### Local utilization

7 x 9 tiles, from white (low) to dark blue (high), 0 to 100% covered.
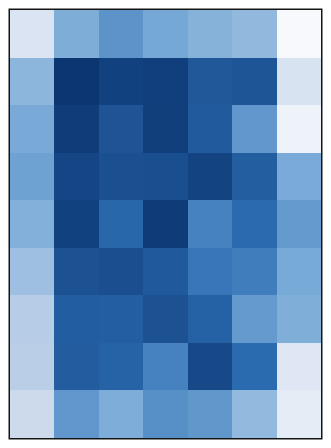
### Track usage over the die

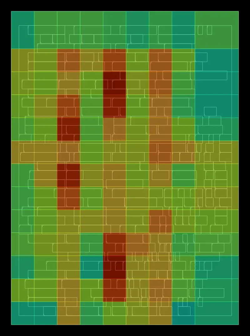
==> config.mk <==
export PLATFORM = sky130hd
export DESIGN_NAME = noc_input_port
export DESIGN_NICKNAME = d
export VERILOG_FILES = /design/src/rtl/noc_pkg.sv /design/src/rtl/noc_input_port_fifo.sv /design/src/rtl/noc_input_port.sv
export SDC_FILE = /design/constraint.sdc
export NUM_CORES = 1
export LEC_CHECK = 0
export CORE_ASPECT_RATIO = 1.4
export CORE_MARGIN = 2
export CORE_UTILIZATION = 60
export CTS_BUF_LIST = sky130_fd_sc_hd__clkbuf_8
export CTS_CLUSTER_SIZE = 24
export DETAILED_ROUTE_END_ITERATION = 6
export PLACE_DENSITY = 0.87
export SKIP_CTS_REPAIR_TIMING = 1
export SLEW_MARGIN = 10
export SYNTH_ARGS = -nofsm -noshare
export SYNTH_HDL_FRONTEND = slang
export SYNTH_HIERARCHICAL = 1
export SYNTH_SLANG_ARGS = --single-unit
export TNS_END_PERCENT = 100
==> constraint.sdc <==
create_clock -name clk -period 7.1 [get_ports clk]
set_input_delay 1.42 -clock clk [delete_from_list [all_inputs] [get_ports clk]]
set_output_delay 1.42 -clock clk [all_outputs]
set_load 0.1 [all_outputs]
==> src/rtl/noc_pkg.sv <==
// Shared NoC definitions: flit types, output directions, coordinates
// and input-port states.
package noc_pkg;

  localparam logic [1:0] TYPE_BODY   = 2'b00;
  localparam logic [1:0] TYPE_HEAD   = 2'b01;
  localparam logic [1:0] TYPE_TAIL   = 2'b10;
  localparam logic [1:0] TYPE_SINGLE = 2'b11;

  localparam int DIR_LOCAL = 0;
  localparam int DIR_SOUTH = 1;
  localparam int DIR_NORTH = 2;
  localparam int DIR_WEST  = 3;

  localparam logic [3:0] OH_LOCAL = 4'b0001;
  localparam logic [3:0] OH_SOUTH = 4'b0010;
  localparam logic [3:0] OH_NORTH = 4'b0100;
  localparam logic [3:0] OH_WEST  = 4'b1000;

  localparam int COORD_W = 2;
  localparam int Y_LSB   = 0;
  localparam int X_LSB   = 2;

  typedef enum logic [1:0] {
    IDLE,
    ROUTE,
    ACTIVE,
    DROP
  } port_state_e;

  // Head and single open a packet; tail and single close it.
  function automatic logic opens(input logic [1:0] t);
    return t[0];
  endfunction

  function automatic logic closes(input logic [1:0] t);
    return t[1];
  endfunction

  // East edge router: a larger column has no output, so it maps to 0.
  function automatic logic [3:0] route_of(
    input logic [COORD_W-1:0] dx,
    input logic [COORD_W-1:0] dy,
    input logic [COORD_W-1:0] mx,
    input logic [COORD_W-1:0] my
  );
    logic [3:0] r;
    r = '0;
    unique case (1'b1)
      (dx > mx):               r = '0;
      (dx < mx):               r = OH_WEST;
      (dx == mx && dy > my):   r = OH_NORTH;
      (dx == mx && dy < my):   r = OH_SOUTH;
      default:                 r = OH_LOCAL;
    endcase
    return r;
  endfunction

endpackage

==> src/rtl/noc_input_port_fifo.sv <==
// Flit FIFO with power-of-two depth; refuses pushes while full even
// when a pop happens in the same cycle.
module flit_fifo #(
  parameter int WIDTH = 18,
  parameter int DEPTH = 4
) (
  input  logic                       clk,
  input  logic                       rst,
  input  logic                       push,
  input  logic                       pop,
  input  logic [WIDTH-1:0]           wdata,
  output logic                       full,
  output logic                       empty,
  output logic [$clog2(DEPTH):0]     count,
  output logic [WIDTH-1:0]           head
);

  localparam int AW = $clog2(DEPTH);
  localparam int CW = AW + 1;

  logic [WIDTH-1:0] mem [DEPTH];
  logic [AW-1:0]    rd_ptr;
  logic [AW-1:0]    wr_ptr;
  logic             do_push;
  logic             do_pop;

  assign full    = (count == CW'(DEPTH));
  assign empty   = (count == '0);
  assign do_push = push && !full;
  assign do_pop  = pop && !empty;
  assign head    = mem[rd_ptr];

  always_ff @(posedge clk) begin
    if (do_push) begin
      mem[wr_ptr] <= wdata;
    end
  end

  always_ff @(posedge clk) begin
    if (rst) begin
      rd_ptr <= '0;
      wr_ptr <= '0;
      count  <= '0;
    end else begin
      if (do_push) begin
        wr_ptr <= wr_ptr + AW'(1);
      end
      if (do_pop) begin
        rd_ptr <= rd_ptr + AW'(1);
      end
      count <= count + CW'(do_push) - CW'(do_pop);
    end
  end

endmodule

==> src/rtl/noc_input_port.sv <==
// Router input port: buffers flits, routes the head flit and requests
// one output arbiter until the tail flit has been granted.
module noc_input_port
  import noc_pkg::*;
#(
  parameter int DATA_W = 16,
  parameter int DEPTH  = 4,
  parameter int MY_X   = 0,
  parameter int MY_Y   = 0
) (
  input  logic              clk,
  input  logic              rst,
  input  logic [DATA_W+1:0] in_flit,
  input  logic              in_valid,
  output logic              in_ready,
  input  logic [3:0]        grant,
  output logic [3:0]        req,
  output logic [DATA_W+1:0] out_flit,
  output logic              out_valid,
  output logic              err_drop
);

  localparam int FW = DATA_W + 2;
  localparam int CW = $clog2(DEPTH) + 1;
  localparam logic [COORD_W-1:0] MX = COORD_W'(MY_X);
  localparam logic [COORD_W-1:0] MY = COORD_W'(MY_Y);

  logic [FW-1:0] head;
  logic          full;
  logic          empty;
  logic [CW-1:0] count;
  logic          push;
  logic          pop;
  logic [1:0]    head_type;
  logic [1:0]    in_type;
  logic [3:0]    head_route;
  logic [3:0]    route;
  port_state_e   state;

  assign in_ready  = (count != CW'(DEPTH));
  assign push      = in_valid && !full;
  assign head_type = head[FW-1 -: 2];
  assign in_type   = in_flit[FW-1 -: 2];
  assign head_route = route_of(head[X_LSB +: COORD_W],
                               head[Y_LSB +: COORD_W], MX, MY);

  assign req       = (state == ACTIVE && !empty) ? route : '0;
  assign out_valid = |(req & grant);
  assign out_flit  = head;

  always_comb begin
    pop = 1'b0;
    unique case (state)
      IDLE:    pop = !empty && !opens(head_type);
      ACTIVE:  pop = out_valid;
      DROP:    pop = !empty;
      default: pop = 1'b0;
    endcase
  end

  flit_fifo #(
    .WIDTH (FW),
    .DEPTH (DEPTH)
  ) u_fifo (
    .clk   (clk),
    .rst   (rst),
    .push  (push),
    .pop   (pop),
    .wdata (in_flit),
    .full  (full),
    .empty (empty),
    .count (count),
    .head  (head)
  );

  // An empty IDLE port looks at the arriving flit so ROUTE follows the push.
  always_ff @(posedge clk) begin
    if (rst) begin
      state    <= IDLE;
      route    <= '0;
      err_drop <= 1'b0;
    end else begin
      err_drop <= 1'b0;
      unique case (state)
        IDLE: begin
          if (!empty) begin
            if (opens(head_type)) begin
              state <= ROUTE;
            end else begin
              err_drop <= 1'b1;
            end
          end else if (push && opens(in_type)) begin
            state <= ROUTE;
          end
        end
        ROUTE: begin
          route <= head_route;
          if (head_route == '0) begin
            state    <= DROP;
            err_drop <= 1'b1;
          end else begin
            state <= ACTIVE;
          end
        end
        ACTIVE, DROP: begin
          if (pop && closes(head_type)) begin
            state <= IDLE;
          end
        end
        default: state <= IDLE;
      endcase
    end
  end

endmodule

==> qor.csv <==
stage;metric;value;unit
global_route;grt_overflow;0;
worst_setup_path;cpMostUsedCell;clkdlybuf4s50_1;
clocking;clockBufferDepth;2;
final_timing;setup_violations;0;
cells_and_area;n_fill_cell;328;
logic_synthesis;top_cells_by_area;edfxtp_1 62%, dfxtp_1 8.1%, mux4_2 6.5%, mux4_1 6.1%, ha_1 2.2%;
worst_setup_path;rr_endpoint;u_fifo/count[2]$_SDFF_PP0_;
power;switching_power;0.727;mW
run_status;status;finished, final reports clean;
floorplanning;dieArea;0.00642;mm²
logic_synthesis;ys.warnings.count;6;
power;power_frac_clock;21.0;%
worst_setup_path;start_kind;primary input;
clocking;clk_latency;0.34;ns
logic_synthesis;synthAoiAreaFrac;3.53;%
final_timing;relSlewSlack;23.7;%
placed_design;io_buffers;45;
logic_synthesis;async_flop_share;0;%
cells_and_area;final_area;0.00416;mm²
final_timing;clock_skew;0.0138;ns
cells_and_area;largest-register;u_fifo/mem;
cells_and_area;mi_logic_area;925;µm²
cells_and_area;clock_buffer_count;9;
floorplanning;ioPinCount;50;
worst_setup_path;crit_fanout;2;
logic_synthesis;synth-edff-count;72;
route;wl_met3;174;µm
global_route;grt_pass1_wl;8.54;mm
floorplanning;rows;32;
logic_synthesis;syn_area_per_cell;18.4;µm²
clocking;clockRootBuffer;clkbuf_8;
worst_setup_path;cp-endpoint;out_valid;
cells_and_area;seq_share;58.7;%
cells_and_area;drive_gt1_share;13.2;%
worst_setup_path;path_class;primary input to output port;
logic_synthesis;yosysMostFrequentCell;edfxtp_1;
route;vias;1774;
run;warnings;31;
cells_and_area;area_growth;19.9;%
final_timing;fmax;0.210;GHz
route;highest_layer;met4;
cells_and_area;mostFrequentLayoutCells;72 x edfxtp_1, 45 x clkdlybuf4s50_1, 14 x dfxtp_1, 10 x mux4_2;
logic_synthesis;synth_adder_area_share;2.74;%
cells_and_area;buffer_area_share;10.8;%
route;drc_errors;0;
logic_synthesis;ys_chip_area;0.00347;mm²
power;intPower;1.04;mW
final_timing;final_hold_viol_count;0;
cells_and_area;inv_count;9;
floorplanning;die_w;68.3;µm
logic_synthesis;top_area_share;62.2;%
cells_and_area;instances_no_fill;310;
cells_and_area;fin_nets;269;
worst_setup_path;crit_path_cell_trace;clkdlybuf4s50_1 > a22oi_1 > nor4_1 > clkdlybuf4s50_1;
power;p_comb;0.714;mW
logic_synthesis;ys_seq_share;70.3;%
logic_synthesis;synth_cell_types;40;
route;route.met2.wl;3.15;mm
About 'Local utilization':
The mean over all tiles is 64%. The fullest tile reaches 98%. The densest ninth of the die: centre. The emptiest ninth of the die: north-east. 46% of the tiles are over 75% full.

About 'Track usage over the die':
GRT met1 Usage: 22.0%
Top Usage Layer GRT: met2
post-layout util: 74.8%
routed len/inst: 17.9 µm
overall routing resource usage: 19.1%

Power is estimated from default activity; no workload was simulated.
